File: config.mk
export PLATFORM = sky130hd
export DESIGN_NAME = top_module_and_reduce
export DESIGN_NICKNAME = d
export VERILOG_FILES = /design/src/rtl/top_module_and_reduce_pkg.sv /design/src/rtl/top_module_and_reduce_and_tree_node.sv /design/src/rtl/top_module_and_reduce.sv
export SDC_FILE = /design/constraint.sdc
export NUM_CORES = 1
export LEC_CHECK = 0
export CORE_MARGIN = 10
export CORE_UTILIZATION = 14
export CTS_CLUSTER_SIZE = 10
export DETAILED_ROUTE_END_ITERATION = 10
export PLACE_DENSITY_LB_ADDON = 0.3
export SYNTH_ARGS = -nofsm -noshare
export SYNTH_HDL_FRONTEND = slang
export SYNTH_SLANG_ARGS = --single-unit
File: constraint.sdc
create_clock -name clk -period 2.2 [get_ports clk]
set_input_delay 0.66 -clock clk [delete_from_list [all_inputs] [get_ports clk]]
set_output_delay 0.66 -clock clk [all_outputs]
set_load 0.1 [all_outputs]
File: src/rtl/top_module_and_reduce_pkg.sv
// Shared constants and elaboration-time helpers for the AND-reduction tree.
// The helpers size and place each tree level inside one flat node vector.
package top_module_and_reduce_pkg;

  // Number of operand buses folded into the reduction.
  localparam int BUS_COUNT = 8;

  // Number of nodes at a given tree level (level 0 is the raw input bits).
  function automatic int level_width(input int total, input int radix, input int level);
    int n;
    n = total;
    for (int i = 0; i < level; i++) begin
      n = (n + radix - 1) / radix;
    end
    return n;
  endfunction

  // Levels of radix-input nodes needed to fold 'total' bits into one bit.
  function automatic int tree_depth(input int total, input int radix);
    int n;
    int d;
    n = total;
    d = 0;
    while (n > 1) begin
      n = (n + radix - 1) / radix;
      d = d + 1;
    end
    return d;
  endfunction

  // Bit offset of a level inside the flat vector: sum of widths of all lower levels.
  function automatic int level_offset(input int total, input int radix, input int level);
    int off;
    off = 0;
    for (int i = 0; i < level; i++) begin
      off = off + level_width(total, radix, i);
    end
    return off;
  endfunction

endpackage

File: src/rtl/top_module_and_reduce_and_tree_node.sv
// One node of the reduction tree: an N-input AND gate.
module and_tree_node #(
  parameter int N = 2
) (
  input  logic [N-1:0] operands,
  output logic         result
);

  assign result = &operands;

endmodule

File: src/rtl/top_module_and_reduce.sv
// Wide AND-reduction of eight WIDTH-bit buses into one truth bit, presented
// zero-extended on q (combinational) and q_reg (one clock later).
// The tree radix only changes depth and shape, never the result.
module top_module_and_reduce
  import top_module_and_reduce_pkg::*;
#(
  parameter int Port_Num = 2,
  parameter int WIDTH    = 8
) (
  input  logic             clk,
  input  logic             reset,
  input  logic [WIDTH-1:0] a,
  input  logic [WIDTH-1:0] b,
  input  logic [WIDTH-1:0] c,
  input  logic [WIDTH-1:0] d,
  input  logic [WIDTH-1:0] e,
  input  logic [WIDTH-1:0] f,
  input  logic [WIDTH-1:0] g,
  input  logic [WIDTH-1:0] h,
  output logic [WIDTH-1:0] q,
  output logic [WIDTH-1:0] q_reg
);

  localparam int TOTAL_BITS = BUS_COUNT * WIDTH;
  localparam int DEPTH      = tree_depth(TOTAL_BITS, Port_Num);
  // Levels 0..DEPTH packed end to end; the single root node is the top bit.
  localparam int TREE_BITS  = level_offset(TOTAL_BITS, Port_Num, DEPTH + 1);

  logic [TREE_BITS-1:0] tree_s;
  logic                 root_s;
  logic [WIDTH-1:0]     q_reg_r;

  // Level 0: every operand bit. Ordering does not matter for an AND.
  assign tree_s[TOTAL_BITS-1:0] = {h, g, f, e, d, c, b, a};

  // Build the tree level by level; inputs past the end of a level are tied to 1
  // so partially populated nodes stay neutral.
  for (genvar l = 1; l <= DEPTH; l++) begin : g_level
    localparam int IN_W    = level_width(TOTAL_BITS, Port_Num, l - 1);
    localparam int IN_OFF  = level_offset(TOTAL_BITS, Port_Num, l - 1);
    localparam int OUT_W   = level_width(TOTAL_BITS, Port_Num, l);
    localparam int OUT_OFF = level_offset(TOTAL_BITS, Port_Num, l);

    for (genvar j = 0; j < OUT_W; j++) begin : g_node
      logic [Port_Num-1:0] ops_s;

      for (genvar k = 0; k < Port_Num; k++) begin : g_in
        if (j * Port_Num + k < IN_W) begin : g_used
          assign ops_s[k] = tree_s[IN_OFF + j * Port_Num + k];
        end else begin : g_tie
          assign ops_s[k] = 1'b1;
        end
      end

      and_tree_node #(
        .N (Port_Num)
      ) u_node (
        .operands (ops_s),
        .result   (tree_s[OUT_OFF + j])
      );
    end
  end

  assign root_s = tree_s[TREE_BITS-1];

  // Zero-extend the truth bit onto the result bus; no padding when WIDTH is 1.
  if (WIDTH == 1) begin : g_narrow
    assign q = root_s;
  end else begin : g_wide
    assign q = {{(WIDTH-1){1'b0}}, root_s};
  end

  // Registered copy of q for pipelined consumers, cleared by synchronous reset.
  always_ff @(posedge clk) begin
    if (reset) begin
      q_reg_r <= {WIDTH{1'b0}};
    end else begin
      q_reg_r <= q;
    end
  end

  assign q_reg = q_reg_r;

endmodule

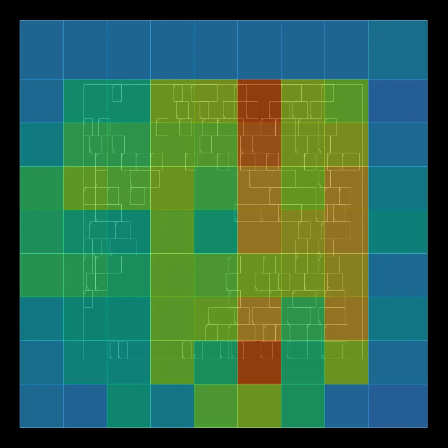
run_1/congestion.png
post-layout util: 38.4%
gr busiest metal: met2
GRT Overall Usage: 8.94%
met1 Usage GRT: 11.0%
met2 Use GR: 15.9%

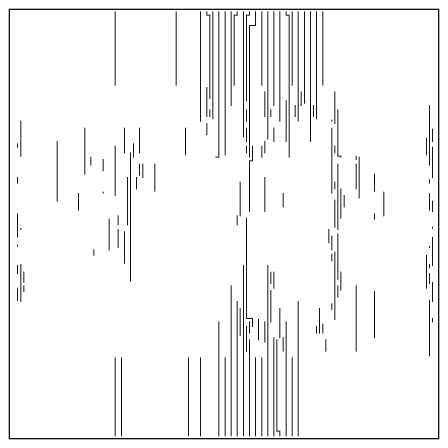
run_1/layer_met2.png
longest straight run: 25.7 um
main direction: vertical
via count: 520
WL final: 2.07 mm

==> impl_metrics.toml, run 1 <==
# synthesis and place-and-route metrics
[run_status]
status = "complete, but fails checks"
violations = "setup timing"

[finish]
nFillCells = 238
mi_logic_area_um2 = 221
seq_area_um2 = 20.0
final_area_um2 = 738
largest_reg_flops = 1
layout.cells.non_filler = 131

[power_and_ir_drop]
power.density_mw_per_mm2 = 271
finalPower_uw = 200
pg_comb_uw = 181
p_leak_uw = 0.000376
powerClk_uw = 0
switching_power_uw = 124

[grt]
grt_pass1_vias = 603
overflow = 0
grt_start_max_net_pins = 3

[route]
dr.pass1.iters = 2
routedWlPerCell_um = 15.8
viasPerCell = 3.97

[sta]
fmax_ghz = 0.444
fin_crit_ps = 2250
setup_violations = 1
hold_viol = 0
whs_ps = 1170
finalWorstSetupSlack_ps = -52.6

[setup_path]
arrival_ps = 1590

[flow_run]
maxCapViolations = 0
warnings = 31

[placement]
place_area_um2 = 926
routabilityCongestion = 0.819
io_buffers = 67

[die]
pin_count = 82
dieArea_mm2 = 0.00417

[logic_synthesis]
ys.flops = 1
syn_inst = 39
synth_area_um2 = 278
ys_cells = 39
syn_area_per_cell_um2 = 7.12

[clock_tree]
clk_pin_slew_ps = 0

[worst_hold_path]
hold_path_startpoint = "q_reg[0]"
min_path_cells = 1
worst_hold_path.endpoint = "q_reg[0]"
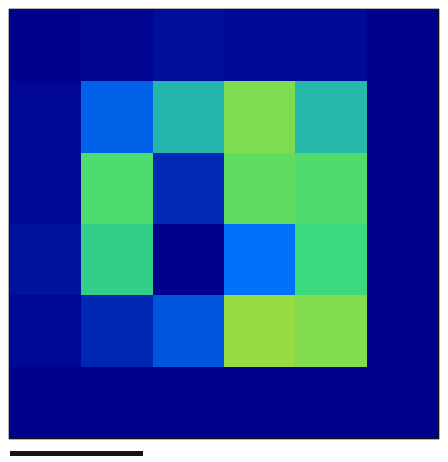
run_1/cell_density.png
Scale bar: 20 um. 6 x 6 tiles, from dark blue (low) to red (high), 0 to 100% covered.
mean over tiles: 17%
emptiest ninth of the die: south-west
nearly empty tiles: 53%
Init Core Util: 14.5%
core box area: 0.00192 mm^2

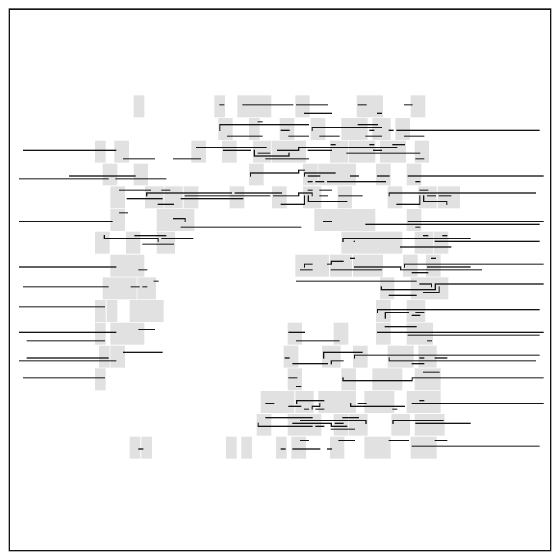
run_1/layer_met1.png
nets with wire on the layer: 143
wire length on this layer: 863 um
longest straight run: 22.1 um

run 1: synth_stat cells:
master	instances
conb_1	1
dfxtp_1	1
and2b_1	1
and4_1	1
nand4_1	16
buf_4	15
nor4_1	4
run 1: cell type report:
class                      count  area share, %
multi-input combinational     36           30.0
sequential                     1           2.71
tap                           27           4.58
timing repair buffer          67           62.7
run 1: layer usage:
layer / up-vias / GRT usage (%) / part of all wire (%)
met2: 41 / 15.9 / 50
met4: 0 / 0 / 0
li1: 259 / - / -
met3: 0 / 2.58 / 8.5
met5: - / 0 / 0
met1: 220 / 11.0 / 42
run 1: critical path, cell delays in order:
cell	delay (ps)
buf_6	60
nand4_1	100
nor4_2	310
and4_4	280
buf_12	170
run 1: repair_timing:
action | in CTS | in global routing
pin swaps | 21 | 3
endpoints found under the setup margin | 1 | 1
resized | 176 | 9
buffers inserted | 0 | 0
cloned | 0 | 0
run 1: cells in the final DEF, fill, tap and decap left out, drive strengths merged:
cell type,Yosys,final
dfxtp,1,1
clkbuf,0,4
clkdlybuf4s50,0,1
conb,1,14
buf,15,50
nand4,16,16
dlygate4sd2,0,9
and4,1,1
clkdlybuf4s15,0,3
and2b,1,1
nor4,4,4
run 1: cell families (layout without fill, tap and decap cells):
kind of cell	after synthesis	count (layout)	synth area share, %
simple gates	22	22	50.9
buf+inv	15	67	40.5
other cells	1	14	1.35
flops	1	1	7.21
run 1: worst max-delay path by stage:
stage	startpoint	to	slack [ps]	cells after the start
2_1_floorplan	h[6]	q[0]	70	4
3_3_place_gp	a[4]	q[0]	-550	5
3_5_place_dp	a[4]	q[0]	-540	5
4_1_cts	d[4]	q[0]	-70	5
5_1_grt	g[5]	q[0]	-130	5
6_report	d[4]	q[0]	-50	5
==> run 2: changes to the inputs <==
==> constraint.sdc (replaced) <==
create_clock -name clk -period 2.2 [get_ports clk]
set_input_delay 0.44 -clock clk [delete_from_list [all_inputs] [get_ports clk]]
set_output_delay 0.44 -clock clk [all_outputs]
set_load 0.1 [all_outputs]
==> run 2 against run 1 <==
  * The run now ends clean
  * Via count increased by 1.2%
  * Worst hold slack got worse by 220 ps
  * Cell count unchanged
  * Critical path type unchanged
  * Critical endpoint unchanged
  * Largest power group unchanged
==> impl_metrics.toml, run 2 <==
# synthesis and place-and-route metrics
[die]
dieArea_mm2 = 0.00417
fp_util_pct = 14.5
pin_count = 82
coreArea_mm2 = 0.00192

[logic_synthesis]
flop_cell = "dfxtp_1"
ys_cells = 39
async_flop_share_pct = 0
synth_area_um2 = 278
syn_inst = 39
edf_count = 0
netlist.area_leader.share_pct = 40.5
syn_area_per_cell_um2 = 7.12
most_common_cell = "nand4_1"
ys.flops = 1

[grt]
track_usage_pct = 9.18
grt_pass1_vias = 610
antenna_found_initial = 0
grt_start_max_net_pins = 3
overflow = 0

[sta]
setup_violations = 0
fmax_ghz = 0.462
hold_viol = 0
finalWorstSetupSlack_ps = 37.6
fin_crit_ps = 2160

[finish]
drive_gt1_share_pct = 6.73
mostFrequentLayoutCells = "clkdlybuf4s50_1, dlymetal6s2s_1, dlygate4sd2_1, nand4_1, conb_1"
final_common_cell = "clkdlybuf4s50_1"
final_area_um2 = 981
largest_reg_flops = 1

[worst_hold_path]
hp-class = "flop to output pin"
hold_path_startpoint = "q_reg[0]"

[setup_path]
arrival_ps = 1720
crit_start = "h[5]"

[placement]
place_area_um2 = 926
routabilityCongestion = 0.819
io_buffers = 67

[route]
viasPerCell = 4.02
dr.pass1.iters = 2
vias = 526
finalWirelength_mm = 2.22
routedWlPerCell_um = 17.0

[power_and_ir_drop]
switching_power_uw = 125
power.density_mw_per_mm2 = 231
combPwrFrac_pct = 91.8
finalPower_uw = 227
p_leak_uw = 0.000560

[flow_run]
warnings = 29
maxCapViolations = 0

[clock_tree]
clk_pin_slew_ps = 0

[run_status]
status = "complete, no violations"
==> run 2: cell counts after synthesis <==
No cell type changed its count.
==> run 2: power by group through the flow <==
stage,combinational (uW),sequential [uW],clock [uW]
global placement,222,18.5,0
global route,218,18.5,0
detailed placement,224,18.5,0
CTS,213,18.5,0
floorplan,128,18.5,0
finish,209,18.5,0
==> run 2: final timing paths <==
kind  cells after the start  slack, ps  endpoint
max                       5         40      q[0]
min                       1        950  q_reg[0]
==> run 2: cells by family (layout without fill, tap and decap cells) <==
group,Yosys count,after routing,share of synthesized area (%)
and+or+nand+nor,22,22,50.9
other,1,14,1.35
DFF,1,1,7.21
buffers and inverters,15,67,40.5
==> run 2: routing by layer <==
layer | vias up | part of all wire, % | track usage, %
met1 | 226 | 39 | 10.0
met5 | - | 0 | 0
met4 | 0 | 0 | 0
li1 | 259 | - | -
met2 | 41 | 53 | 17.9
met3 | 0 | 7.8 | 2.75
==> run 2: timing repair <==
item | CTS | global route
setup endpoints to repair | 1 | 1
endpoints found under the hold margin | 0 | 0
pin swaps | 12 | 11
gates resized | 24 | 22
buffers inserted | 0 | 0
==> run 2: critical path: stages <==
cell             delay [ps]
clkdlybuf4s50_1         460
nand4_1                  90
nor4_2                  280
and4_4                  270
buf_12                  170
==> run 2: cell type report <==
type	count	area [um^2]
flip-flops and latches	1	20.0
repair buffers	67	706
multi-input cells	36	221
fillers	207	941
well taps	27	33.8
==> run 2: stage by stage <==
step,hold slack [ps],cells,utilization (%),setup TNS [ps]
global route,958,131,51.0,-1.51
finish,946,131,51.0,0
CTS,947,131,48.2,0
global placement,942,131,48.2,-112
floorplan,630,52,-,0
detailed placement,947,131,48.2,-101
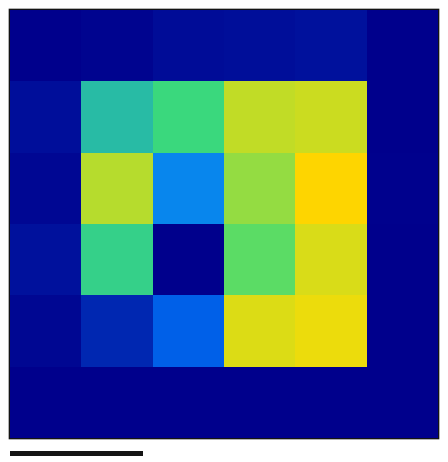
run_2/cell_density.png
Scale bar: 20 um. 6 x 6 tiles, from dark blue (low) to red (high), 0 to 100% covered.
tiles over 75% full: 2.8%
nearly empty tiles: 44%
fullest tile: 76%

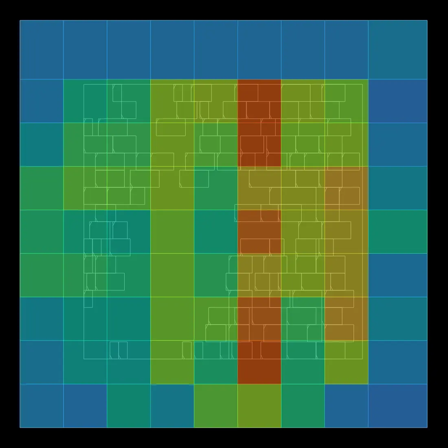
run_2/congestion.png
M3 GR Usage: 2.75%
met2 Use GR: 17.9%

run_2/sizes.png
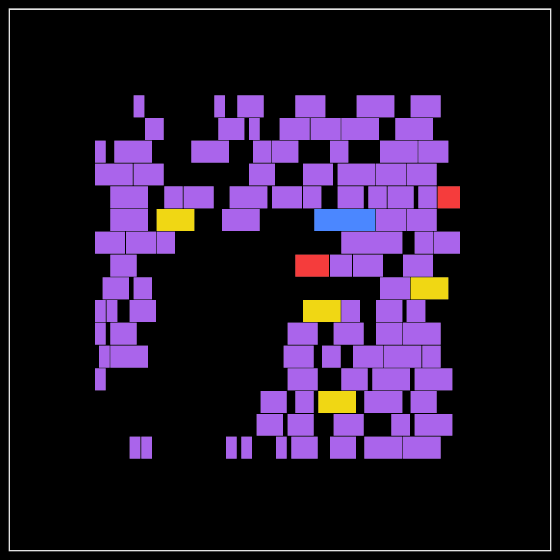

==> run 3: changes to the inputs <==
--- a/config.mk
+++ b/config.mk
@@ -5,10 +5,13 @@
 export SDC_FILE = /design/constraint.sdc
 export NUM_CORES = 1
 export LEC_CHECK = 0
+export CAP_MARGIN = 10
+export CORE_ASPECT_RATIO = 1.25
 export CORE_MARGIN = 10
 export CORE_UTILIZATION = 14
 export CTS_CLUSTER_SIZE = 10
 export DETAILED_ROUTE_END_ITERATION = 10
+export MAX_ROUTING_LAYER = met4
 export PLACE_DENSITY_LB_ADDON = 0.3
 export SYNTH_ARGS = -nofsm -noshare
 export SYNTH_HDL_FRONTEND = slang
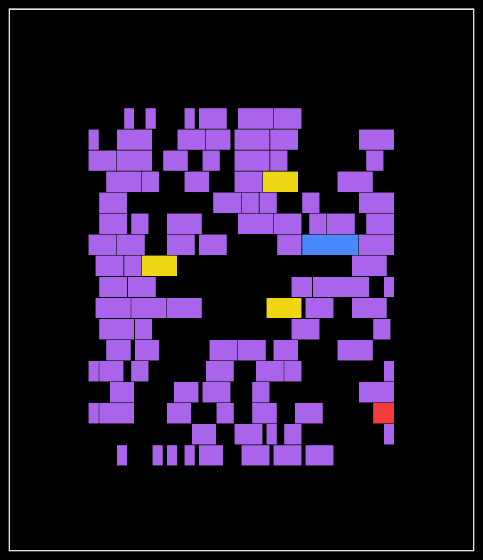
run_3/sizes.png
[red] _3 and _4 cells | cells: 1
[yellow] _2 cells | cells: 3
[purple] _0 and _1 cells | cells: 99
[blue] _6 and larger | cells: 1

==> run 3 against run 2 <==
  * Critical path depth unchanged
  * Sequential share of layout area about the same
  * Area after synthesis unchanged
==> impl_metrics.toml, run 3 <==
# synthesis and place-and-route metrics
[logic_synthesis]
synth_area_um2 = 278
ys.flops = 1
netlist.area_leader.share_pct = 40.5
flop_cell = "dfxtp_1"
syn_area_per_cell_um2 = 7.12
syn_inst = 39
async_flop_share_pct = 0
ys_cells = 39
edf_count = 0

[power_and_ir_drop]
power.density_mw_per_mm2 = 238
pwr-share-clk_pct = 0
combPwrFrac_pct = 92.0
p_leak_uw = 0.000550
swShare_pct = 53.8
switching_power_uw = 124

[route]
routedWlPerCell_um = 17.4
viasPerCell = 4.34
vias = 534
finalWirelength_mm = 2.14
dr.pass1.iters = 2

[finish]
largest_reg_flops = 1
final_core_util_pct = 53.1
mostFrequentLayoutCells = "clkdlybuf4s50_1, dlymetal6s2s_1, nand4_1, conb_1, dlygate4sd2_1"
drive_gt1_share_pct = 4.81
layout.cells.non_filler = 123
nFillCells = 190

[sta]
hold_viol = 0
setup_violations = 0
fin_crit_ps = 2160
fmax_ghz = 0.463

[setup_path]
arrival_ps = 1720
cp_cell_sequence = "clkdlybuf4s50_1 -> nand4_1 -> nor4_2 -> and4_1 -> buf_12"
critPathTopFamily = "buffers and inverters"
crit_slowest_cell = "clkdlybuf4s50_1"
crit_path_start_kind = "input pin"
crit_start = "b[0]"
critical_path_buf_inv_count = 2

[worst_hold_path]
min_path_cells = 1
hold_path_startpoint = "q_reg[0]"
worst_hold_path.endpoint = "q_reg[0]"
hp-class = "flop to output pin"

[grt]
antenna_found_initial = 0
grt_start_max_net_pins = 3
grt_pass1_vias = 644
overflow = 0
track_usage_pct = 8.95

[placement]
routabilityCongestion = 0.625
io_buffers = 67
dp.cells = 123

[die]
dieArea_mm2 = 0.00418
fp_util_pct = 15.2
pin_count = 82
coreArea_mm2 = 0.00183

[flow_run]
maxCapViolations = 0

[run_status]
status = "complete, no violations"

[clock_tree]
cts-resized-gates = 15
clk_pin_slew_ps = 0
cts_setup_buffers = 0
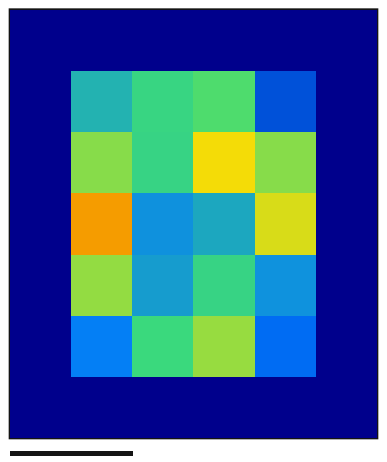
run_3/cell_density.png
Scale bar: 20 um. 6 x 7 tiles, from dark blue (low) to red (high), 0 to 100% covered.
nearly empty tiles: 52%
densest ninth of the die: centre
fullest tile: 82%

run 3: cell count changes in the layout (fill, tap and decap cells not counted), sizes merged:
cell | previous run | this run
dlygate4sd2 | 20 | 13
clkdlybuf4s50 | 24 | 31
run 3: through the flow:
stage | power (uW) | TNS, ps | hold slack (ps) | setup WS [ps] | cell area [um^2]
after floorplan | 146 | 0 | 630 | 507 | 327
after global placement | 241 | -65.9 | 942 | -65.9 | 916
after detailed placement | 243 | -68.2 | 956 | -68.2 | 916
after CTS | 236 | 0 | 956 | 1.59 | 912
after global routing | 240 | 0 | 956 | 3.84 | 971
final | 231 | 0 | 949 | 41.6 | 971
run 3: worst max path at each step:
stage | cells after the start | end | slack (ps)
2_1_floorplan | 4 | q[0] | 510
3_3_place_gp | 5 | q[0] | -70
3_5_place_dp | 5 | q[0] | -70
4_1_cts | 5 | q[0] | 2
5_1_grt | 5 | q[0] | 4
6_report | 5 | q[0] | 40
run 3: cell type report:
type                       count  area [um^2]  area share, %
sequential                     1         20.0           2.06
multi-input combinational     36          213           21.9
tap                           19         23.8           2.45
timing repair buffer          67          714           73.6
run 3: logic make-up after synthesis:
group	count (synthesis)	synth area share, %
buffers and inverters	15	40.5
flip-flops	1	7.21
other	1	1.35
AND/OR/NAND/NOR	22	50.9
run 3: layer usage:
layer	wire [um]	global-route usage (%)	part of all wire, %	vias up
met5	0	-	0	-
met4	0	0	0	0
met3	195	2.01	9.1	0
met2	1200	18.0	56	42
met1	743	8.36	35	232
li1	-	-	-	260
run 3: power groups by stage:
stage                     Sequential [uW]  Combinational (uW)  Clock (uW)
after floorplan                      18.5                 128           0
after global placement               18.5                 223           0
after detailed placement             18.5                 225           0
after CTS                            18.5                 218           0
after global routing                 18.5                 221           0
final                                18.5                 212           0
Power figures rest on the tool's default switching activity, not on a simulated workload.
